<file path="config.mk">
export PLATFORM = sky130hd
export DESIGN_NAME = moore_seq_detector_param_flat
export DESIGN_NICKNAME = d
export VERILOG_FILES = /design/src/rtl/moore_seq_detector_param_pkg.sv /design/src/rtl/moore_seq_detector_param_if.sv /design/src/rtl/moore_seq_detector_param_sat_counter.sv /design/src/rtl/moore_seq_detector_param.sv /design/src/flat_wrapper.sv
export SDC_FILE = /design/constraint.sdc
export NUM_CORES = 1
export LEC_CHECK = 0
export CORE_ASPECT_RATIO = 0.7
export CORE_MARGIN = 2
export CORE_UTILIZATION = 50
export CTS_BUF_LIST = sky130_fd_sc_hd__clkbuf_4
export DETAILED_ROUTE_END_ITERATION = 10
export HOLD_SLACK_MARGIN = 0.02
export MAX_ROUTING_LAYER = met4
export PLACE_DENSITY_LB_ADDON = 0.12
export SLEW_MARGIN = 5
export SYNTH_ARGS = -nofsm -noshare
export SYNTH_HDL_FRONTEND = slang
export SYNTH_SLANG_ARGS = --single-unit
</file>
<file path="constraint.sdc">
create_clock -name clk -period 6.13 [get_ports clk]
set_input_delay 1.839 -clock clk [delete_from_list [all_inputs] [get_ports clk]]
set_output_delay 1.839 -clock clk [all_outputs]
set_load 0.1 [all_outputs]
</file>
<file path="src/rtl/moore_seq_detector_param_pkg.sv">
// Shared types and default sizing for the programmable sequence detector.
package moore_seq_detector_param_pkg;

    typedef enum logic {
        MODE_NONOVERLAP = 1'b0,
        MODE_OVERLAP    = 1'b1
    } mode_e;

    localparam int DEF_MAX_LEN = 8;
    localparam int DEF_CNT_W   = 8;

endpackage

</file>
<file path="src/rtl/moore_seq_detector_param_if.sv">
// Serial data + configuration bus of the sequence detector.
interface moore_seq_detector_param_if
    import moore_seq_detector_param_pkg::*;
#(
    parameter int MAX_LEN = DEF_MAX_LEN,
    parameter int CNT_W   = DEF_CNT_W
);
    localparam int LEN_W = $clog2(MAX_LEN + 1);

    logic               x;
    logic               x_valid;
    logic               cfg_load;
    logic [MAX_LEN-1:0] cfg_pattern;
    logic [LEN_W-1:0]   cfg_len;
    logic               cfg_overlap;
    logic               z;
    logic [CNT_W-1:0]   match_cnt;

    modport master (
        output x, x_valid, cfg_load, cfg_pattern, cfg_len, cfg_overlap,
        input  z, match_cnt
    );

    modport slave (
        input  x, x_valid, cfg_load, cfg_pattern, cfg_len, cfg_overlap,
        output z, match_cnt
    );

endinterface

</file>
<file path="src/rtl/moore_seq_detector_param_sat_counter.sv">
// Up counter with synchronous clear that sticks at MAX instead of wrapping.
module moore_seq_detector_param_sat_counter #(
    parameter int           W   = 8,
    parameter logic [W-1:0] MAX = '1
) (
    input  logic         clk,
    input  logic         rst,
    input  logic         clr,
    input  logic         inc,
    output logic [W-1:0] cnt
);

    always_ff @(posedge clk or posedge rst) begin
        if (rst)
            cnt <= '0;
        else if (clr)
            cnt <= '0;
        else if (inc && (cnt != MAX))
            cnt <= cnt + W'(1);
    end

endmodule

</file>
<file path="src/rtl/moore_seq_detector_param.sv">
// Runtime-programmable serial pattern detector with registered (Moore) match flag
// and a saturating match counter.
module moore_seq_detector_param
    import moore_seq_detector_param_pkg::*;
#(
    parameter int MAX_LEN = DEF_MAX_LEN,
    parameter int CNT_W   = DEF_CNT_W
) (
    input  logic                        clk,
    input  logic                        rst,
    moore_seq_detector_param_if.slave   bus
);

    localparam int LEN_W = $clog2(MAX_LEN + 1);

    function automatic logic [MAX_LEN-1:0] len_mask(input logic [LEN_W-1:0] n);
        logic [MAX_LEN-1:0] m;
        m = '0;
        for (int i = 0; i < MAX_LEN; i++)
            if (i < int'(n)) m[i] = 1'b1;
        return m;
    endfunction

    logic [MAX_LEN-1:0] pattern;
    logic [MAX_LEN-1:0] history;
    logic [MAX_LEN-1:0] hist_next;
    logic [LEN_W-1:0]   len;
    logic [LEN_W-1:0]   len_clamped;
    logic [LEN_W-1:0]   fill;
    logic [LEN_W-1:0]   fill_next;
    mode_e              mode;
    logic               accept;
    logic               match;
    logic               fill_clr;
    logic               z_q;

    // A config load drops any bit presented in the same cycle.
    always_comb begin
        accept      = bus.x_valid & ~bus.cfg_load;
        hist_next   = MAX_LEN'({history, bus.x});
        fill_next   = (fill == LEN_W'(MAX_LEN)) ? fill : fill + LEN_W'(1);
        len_clamped = (bus.cfg_len > LEN_W'(MAX_LEN)) ? LEN_W'(MAX_LEN) : bus.cfg_len;
        match       = accept && (len != '0) && (fill_next >= len) &&
                      (((hist_next ^ pattern) & len_mask(len)) == '0);
        fill_clr    = bus.cfg_load | (match & (mode == MODE_NONOVERLAP));
    end

    always_ff @(posedge clk or posedge rst) begin
        if (rst) begin
            pattern <= '0;
            len     <= '0;
            mode    <= MODE_OVERLAP;
        end else if (bus.cfg_load) begin
            pattern <= bus.cfg_pattern;
            len     <= len_clamped;
            mode    <= mode_e'(bus.cfg_overlap);
        end
    end

    always_ff @(posedge clk or posedge rst) begin
        if (rst)
            history <= '0;
        else if (bus.cfg_load)
            history <= '0;
        else if (accept)
            history <= hist_next;
    end

    // match is already low on load and idle cycles, so z is a one-cycle pulse.
    always_ff @(posedge clk or posedge rst) begin
        if (rst)
            z_q <= 1'b0;
        else
            z_q <= match;
    end

    assign bus.z = z_q;

    // Clearing fill after a non-overlapping match makes the stale history invisible.
    moore_seq_detector_param_sat_counter #(
        .W   (LEN_W),
        .MAX (LEN_W'(MAX_LEN))
    ) u_fill (
        .clk (clk),
        .rst (rst),
        .clr (fill_clr),
        .inc (accept),
        .cnt (fill)
    );

    moore_seq_detector_param_sat_counter #(
        .W   (CNT_W)
    ) u_match_cnt (
        .clk (clk),
        .rst (rst),
        .clr (bus.cfg_load),
        .inc (match),
        .cnt (bus.match_cnt)
    );

endmodule

</file>
<file path="src/flat_wrapper.sv">
// flat-port wrapper written by rule: the top's interface ports become plain ports
module moore_seq_detector_param_flat import moore_seq_detector_param_pkg::*;
#(
    parameter int MAX_LEN = DEF_MAX_LEN,
    parameter int CNT_W   = DEF_CNT_W
)
  (clk, rst, bus_x, bus_x_valid, bus_cfg_load, bus_cfg_pattern, bus_cfg_len, bus_cfg_overlap, bus_z, bus_match_cnt);
  moore_seq_detector_param_if #(.MAX_LEN(MAX_LEN), .CNT_W(CNT_W)) bus_i ();
  input  logic clk;
  input  logic rst;
  input wire logic [$bits(bus_i.x)-1:0] bus_x;
  input wire logic [$bits(bus_i.x_valid)-1:0] bus_x_valid;
  input wire logic [$bits(bus_i.cfg_load)-1:0] bus_cfg_load;
  input wire logic [$bits(bus_i.cfg_pattern)-1:0] bus_cfg_pattern;
  input wire logic [$bits(bus_i.cfg_len)-1:0] bus_cfg_len;
  input wire logic [$bits(bus_i.cfg_overlap)-1:0] bus_cfg_overlap;
  output wire logic [$bits(bus_i.z)-1:0] bus_z;
  output wire logic [$bits(bus_i.match_cnt)-1:0] bus_match_cnt;
  assign bus_i.x = bus_x;
  assign bus_i.x_valid = bus_x_valid;
  assign bus_i.cfg_load = bus_cfg_load;
  assign bus_i.cfg_pattern = bus_cfg_pattern;
  assign bus_i.cfg_len = bus_cfg_len;
  assign bus_i.cfg_overlap = bus_cfg_overlap;
  assign bus_z = bus_i.z;
  assign bus_match_cnt = bus_i.match_cnt;
  moore_seq_detector_param #(.MAX_LEN(MAX_LEN), .CNT_W(CNT_W)) u_core (.clk(clk), .rst(rst), .bus(bus_i));
endmodule
</file>
Figure 1. Routing congestion.
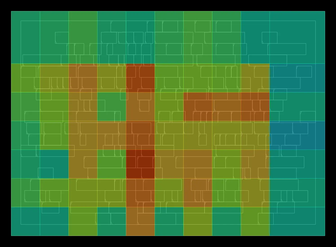
GR Util met1: 27.19%
drt wl/cell: 14.38 um

Figure 2. Clock distribution.
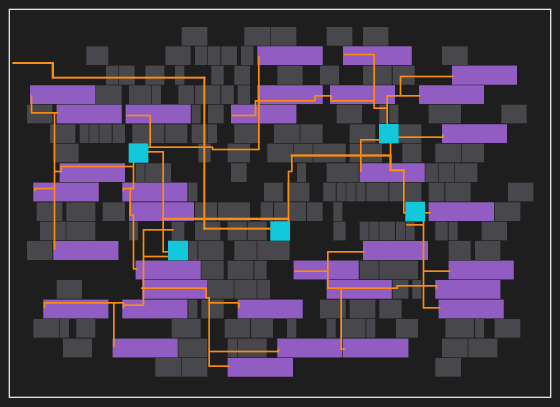
- cyan: cells driving clock nets (count 5)
- purple: flip-flops (count 33)
- orange: clock wires (length 444 um)
- routed clock nets: 6
- flops lie: spread over the die

Figure 3. Wires at chosen ports, followed through buffers.
Scale bar: 20 um.
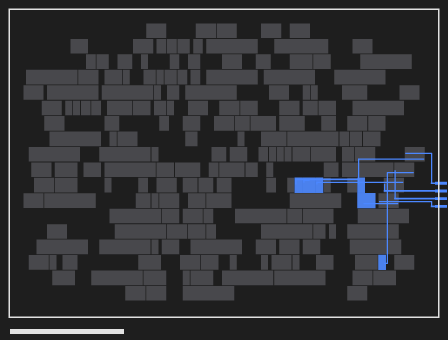
- blue: `bus_cfg_len` (bits 4; direction input; edge right; end cells 6; wire 115 um)

Figure 4. Signal wires on met1.
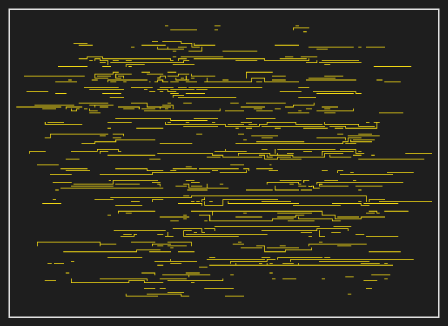
- nets with wire on the layer: 195
- wire length on this layer: 1750 um

Figure 5. Sequential cells grouped by signal name.
Other sequential cells in the stronger grey, the rest of the logic in the fainter grey.
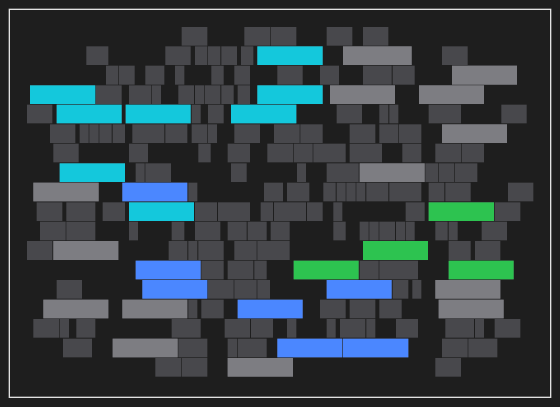
- blue: `u_core.history` (placed flops 7)
- green: `u_core.len` (placed flops 4)
- cyan: `u_core.u_match_cnt.cnt` (placed flops 8)
- not coloured: 14

[cell families after synthesis]
group / synth area share [%]
DFF: 46.35
muxes: 11.85
adders and majority gates: 4.909
xor gates and xnor gates: 6.873
and+or+nand+nor: 17.39
buffers and inverters: 4.067
AOI/OAI and AO/OA: 8.556
[stage by stage]
| stage | hold slack [ns] | utilization (%) | instances | cell area (sq um) | total power (W) |
|---|---|---|---|---|---|
| after floorplan | 0.5010 | - | 163 | 1784 | 0.0002865 |
| after global placement | 0.5135 | 59.85 | 234 | 2076 | 0.0003057 |
| after detailed placement | 0.5205 | 59.85 | 234 | 2076 | 0.0003079 |
| after CTS | 0.5451 | 61.29 | 242 | 2126 | 0.0004220 |
| after global routing | 0.5722 | 61.29 | 242 | 2126 | 0.0004409 |
| final | 0.5410 | 61.29 | 242 | 2126 | 0.0004191 |
[synthesized netlist by cell type (3+ instances only)]
master / n / area, sq um
xnor2_1: 8 / 70.07
or3_1: 4 / 25.02
nor2_1: 11 / 41.29
a21oi_1: 5 / 25.02
mux2i_1: 11 / 110.1
ha_1: 7 / 87.58
nand2_1: 11 / 41.29
nand3_1: 4 / 20.02
o21ai_0: 8 / 40.04
nor3_2: 5 / 50.05
xor2_1: 6 / 52.55
clkbuf_1: 3 / 11.26
inv_1: 7 / 26.28
dfrtp_1: 32 / 800.8
mux2_2: 9 / 101.4
[cell type report]
class	count	area (sq um)	area share, %
tap	50	62.56	2.943
multi-input combinational	116	884.6	41.61
timing repair buffer	28	275.3	12.95
inverter	7	26.28	1.236
clock buffer	5	37.54	1.766
clock inverter	3	12.51	0.5886
sequential	33	827.0	38.91
[power breakdown]
part	internal [W]	total [W]	switching, W
registers	0.000228	0.000240	0.0000116
logic	0.0000342	0.0000638	0.0000297
clock network	0.0000415	0.000116	0.0000742
total	0.000304	0.000419	0.000115
==> results_slide.txt <==
Synthesis and Place & Route Summary

Run status
  – Outcome: finished, final reports clean

Clock network
  – Clock transition at path regs: 0.11 ns
  – Total CTS buffers: 5
  – Setup Buffers After CTS: 0
  – Max clock buf depth: 2
  – Root Driver: clkbuf_4
  – CTS Sinks: 33
  – Post_cts resized: 0
  – H-tree Lvls: 2
  – CTS tree: built
  – Clock Latency Late Sink: 0.33 ns
  – CTS hold repair buffers: 0

STA
  – Worst slew margin: 34.92%
  – Minimum clock period: 3.779 ns
  – Cycle use final: 61.65%
  – Fin. max-slew vios: 0
  – Fmax: 264.6 MHz
  – Worst Clk Skew: 0.01014 ns
  – Final setup margin: 2.351 ns
  – Final setup TNS: 0 ns
  – Final setup violation count: 0
  – RSZ-0062 raised after global routing: no
  – Slew @ Worst Pin: 0.9732 ns
  – Final Hold Vio Count: 0

Setup path
  – CP arrival: 1.94 ns
  – Cell Chain, Critical Path: clkdlybuf4s50_1
  – Critical-path maximum fanout: 5
  – Critical path type: reg -> out
  – R2r setup slk: 3.31 ns
  – Crit path launch: u_core.u_match_cnt.cnt[0]
  – CP max stage delay: 1.17 ns
  – CP Capture Type: output port
  – CP bufs+invs: 1
  – Worst reg2reg endpoint: u_core.u_fill.cnt[0]
  – CP required: 4.29 ns
  – CP startpoint kind: flip-flop
  – FF-to-FF path depth: 11
  – RR Startpoint: u_core.u_fill.cnt[0]
  – CP top delay family: buffers and inverters
  – CP max stage cell: clkdlybuf4s50_1
  – Worst Setup EP: bus_match_cnt[0]
  – Crit path depth: 1

Routing
  – M1 WL: 1.753 mm
  – Detailed Route WL: 3.480 mm
  – Vias/cell: 5.376
  – Via count: 1301
  – Drt pass-1 iters: 4
  – Antenna Nets Post-Route: 0
  – Initial drt markers: 49
  – WL met2: 1.505 mm
  – Top routing layer used: met4
  – Met3 wire len: 200 um
  – Residual DRC: 0

Die
  – I/O pin total: 27
  – Die Y: 53.98 um
  – Die Span X: 75.40 um
  – Chip area: 4070 sq um
  – Core Box Area: 3468 sq um
  – FP Util: 51.44%
  – Rows: 18

Logic synthesis
  – EDFF count, synth: 0
  – Main flop type: dfrtp_1
  – Yosys Instances: 163
  – Post-synth cell types: 40
  – Mapped Cells: 163
  – Yosys reg bits: 33
  – Post-synth ARST share: 100.0%
  – Post-synth seq share: 46.35%
  – Net Count, Synth: 188
  – Ys Warns: 0
  – Avg Cell Area, Syn: 10.95 sq um
  – Cell area after synthesis: 1784 sq um
  – Yosys chip area: 1784 sq um

Pwr
  – PwrDens: 197.1 nW/um^2
  – Leak pwr: 0.9462 nW
  – Max IR drop VDD: 0.1122 mV

Global route
  – First-pass GRT wire length: 5.699 mm
  – Largest net degree at the start of global routing: 34
  – Met3 Track Usage GR: 6.180%
  – Vias in the first global route: 1222
  – Grt met2 use: 29.28%
  – Total track usage: 20.18%
  – Gr busiest metal: met2
  – Initial antenna violation count: 0
  – GRT overflow: 0

Min path
  – Worst hold path type: reg -> reg
  – Hold Path Sink: u_core.pattern[6]
  – Hold_sp: u_core.pattern[6]
  – Hold Crit Depth: 1

Cells and area
  – Top Layout Cells: 32 x dfrtp_1, 26 x clkdlybuf4s50_1, 11 x mux2i_1, 11 x nor2_1, 11 x nand2_1
  – Fraction of layout cells with a size suffix above 1: 14.58%
  – Top cell excl fill/tap: dfrtp_1
  – Layout net count: 216
  – Top flop regs: u_core.pattern (8), u_core.u_match_cnt.cnt (8), u_core.history (7)
  – Layout area overhead: 19.14%
  – Fillers: 310
  – Ant diodes: 0

Run
  – Tool Warnings: 27
  – Max cap viols: 0

Placement
  – I/O Buffers: 26
  – Final HPWL DP: 2.499 mm
  – Routability cong.: 0.7082
  – Placement Setup Slack: 2.007 ns
Power and IR drop assume default switching activity.
